Design robot_uart_tx_flat, sky130hd; sources not shown.
==> run_1/layer_met1.png <==
Scale bar: 50 um.
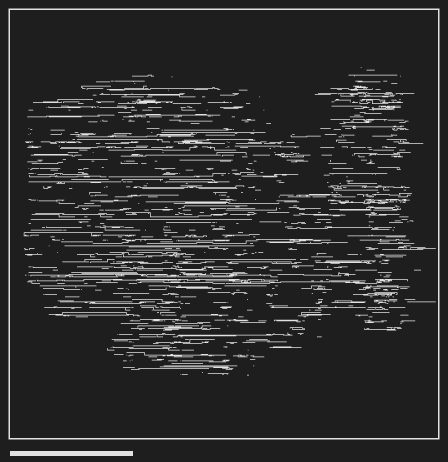
The layer holds 49% of the routed length. The longest straight run is 77.3 um.
drt total wl: 14.76 mm
met1 demand-to-capacity share in global routing: 14.01%
number of vias after detailed routing: 3,713

==> run_1/layer_met2.png <==
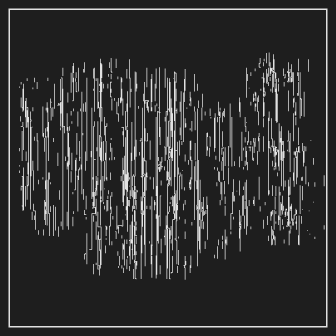
The layer holds 46% of the routed length. The wires run mostly vertical.
GRT met2 Usage: 15.82%

==> run_1/congestion.png <==
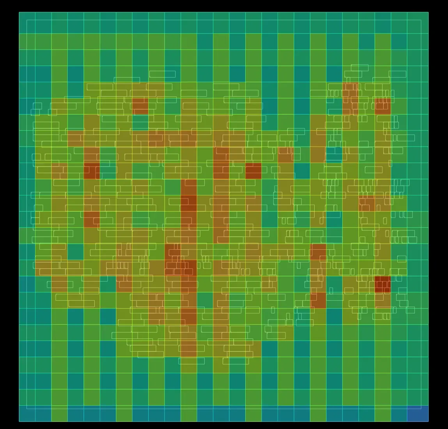
global-route track usage on met3: 2.781%
routed length per placed instance: 17.31 um

==> reports/qor.yml, run 1 <==
status:
  status: "complete, no violations"
logic_synthesis:
  yosysChipArea_sq_um: 7113
  synth_warnings: 0
  ys_sh_mux_pct: 15.74
  yosys-stat-cells: 448
  synth.top_cells.by_area: "edfxtp_1 54%, mux4_2 13%, dfxtp_1 13%, nor2_1 3.1%, mux2i_1 2.0%"
  yosys-top-cells-count: "128 x edfxtp_1, 58 x nor2_1, 45 x dfxtp_1"
  yosys-dominant-comb-family: "multiplexers"
  synthFlopType: "edfxtp_1"
floorplanning:
  die-height_um: 174.7
  chip_footprint_sq_um: 30510
  fp.dieW_um: 174.7
finish:
  stdcell_count: 853
  finish.net_count: 483
  ratio_of_cells_with_drive_above_1_in_the_final_layout_pct: 19.16
  lay_top_count: "edfxtp_1"
  layout.clock.cell_area_share_pct: 7.151
  area_dominant_class: "registers"
  combAreaFraction_pct: 27.06
  final_standard_cell_area_without_fillers_sq_um: 8275
  nonclk_buf_count: 21
routing:
  post_drt_via_cell_ratio: 4.353
worst_setup_path:
  crit_arrival_ps: 4970
  ff2ff_path_depth: 9
  start_kind: "input pin"
  r2r_slack_ps: 3610
pwr:
  power.density_cell_area_nw_per_um2: 313.6
  switch_share_pct: 29.85
  powerSeq_mw: 1.13
  power_leakage_nw: 2.615
grt:
  overflow: 0
  global_route.peak_usage_layer: "met2"
  grt_pass1_vias: 3872
place:
  post_place_setup_slack_ps: 2297
  detailed_place_hpwl_mm: 9.729
run:
  openroad.warnings: 29
  max_cap_violations: 0
clock_network:
  worstSkewPairLatency_ps: 430
  post_cts_resize_count: 0
sta:
  grt_setup_unrepaired: "no"
  finalWorstSetupSlack_ps: 2898
  timing.setup.tns_ps: 0
  finalHoldViolCount: 0
  maximum_achievable_frequency_mhz: 212.7
==> run_1/cell_density.png <==
Scale bar: 50 um. 17 x 17 tiles, from black (low) to pale yellow (high), 0 to 100% covered.
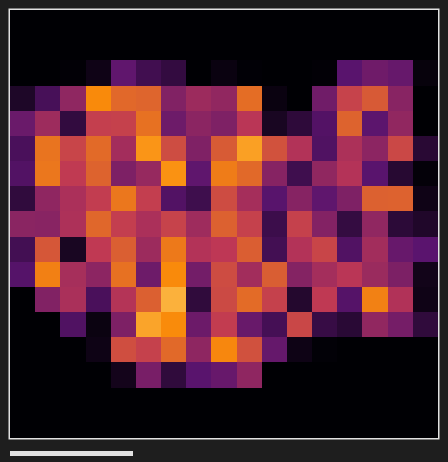

==> run 2: changes to the inputs <==
Settings changed: ABC_CLOCK_PERIOD_IN_PS 7600 to 4150.
Clock period 7.6 ns to 4.15 ns, I/O delays scaled along.
==> run_2/cell_density.png <==
Scale bar: 50 um. 17 x 17 tiles, from black (low) to pale yellow (high), 0 to 100% covered.
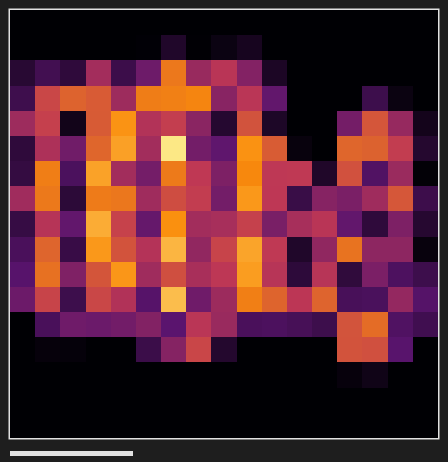
The mean over all tiles is 26%. 4.8% of the tiles are over 75% full. 37% of the tiles are nearly empty. The fullest tile reaches 95%. The densest ninth of the die: middle.
final design utilization: 29.91%
area of the placeable core: 27,930 sq um
Pre-Place Util: 25.46%

==> run_2/layer_met2.png <==
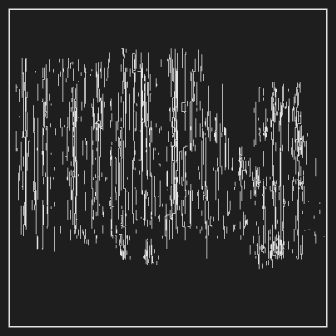
The layer holds 48% of the routed length. The layer carries 6,530 um of wire.
GRT met2 Usage: 14.96%
drt total wl: 13.60 mm
number of vias after detailed routing: 3,701

==> run 2 against run 1 <==
Compared with the run above:
- worst hold slack got worse by 0.97 ps
- wire length fell by 7.9%
- worst setup slack got worse by 2100 ps
- sequential share of layout area fell by 0.54 points
- sequential cell count did not move
- via count fell by 0.32%
- die area did not move
- cell count rose by 1.9%
- clock power rose by 77%
- largest cell class unchanged
- first-iteration DRC count rose by 45%
- register-to-register slack got worse by 2900 ps
==> reports/qor.yml, run 2 <==
run:
  openroad.warnings: 29  # unchanged
sta:
  grt_setup_unrepaired: "no"
  finalWorstSetupSlack_ps: 750.5  # -2147 ps
floorplanning:
  chip_footprint_sq_um: 30510  # unchanged
  fp.dieW_um: 174.7  # unchanged
finish:
  combAreaFraction_pct: 26.63  # -0.44 points
  nonclk_buf_count: 37  # +76%
  lay_top_count: "edfxtp_1"
  ratio_of_cells_with_drive_above_1_in_the_final_layout_pct: 20.98  # +1.8 points
  final_standard_cell_area_without_fillers_sq_um: 8354  # +0.95%
status:
  status: "complete, no violations"
pwr:
  powerSeq_mw: 2.11  # +87%
  power.density_cell_area_nw_per_um2: 564.0  # +80%
  power_leakage_nw: 2.680  # +2.5%
routing:
  post_drt_via_cell_ratio: 4.259  # -2.2%
grt:
  global_route.peak_usage_layer: "met2"
worst_setup_path:
  start_kind: "flip-flop"
logic_synthesis:
  ys_sh_mux_pct: 15.74  # unchanged
  yosys-dominant-comb-family: "multiplexers"
place:
  detailed_place_hpwl_mm: 9.363  # -3.8%
==> run_2/metal_density.png <==
Scale bar: 50 um. 35 x 35 tiles, from black (low) to pale yellow (high), scaled to the fullest tile. Values are wire area over tile area, all layers added.
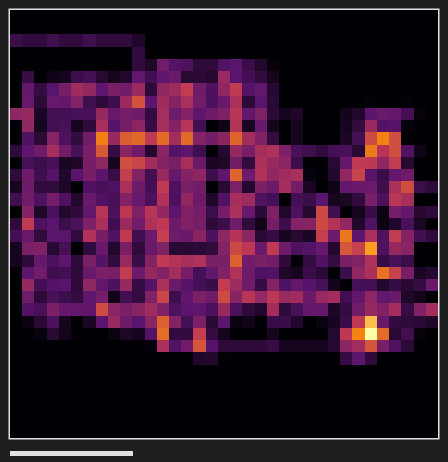
The densest ninth of the die: middle. The fullest tile reaches 0.44. The emptiest ninth of the die: top right. 4.7% of the tiles are over half the peak.
Overall Global Routing Usage: 9.556%
routed length per placed instance: 15.65 um

Power figures rest on the tool's default switching activity, not on a simulated workload.
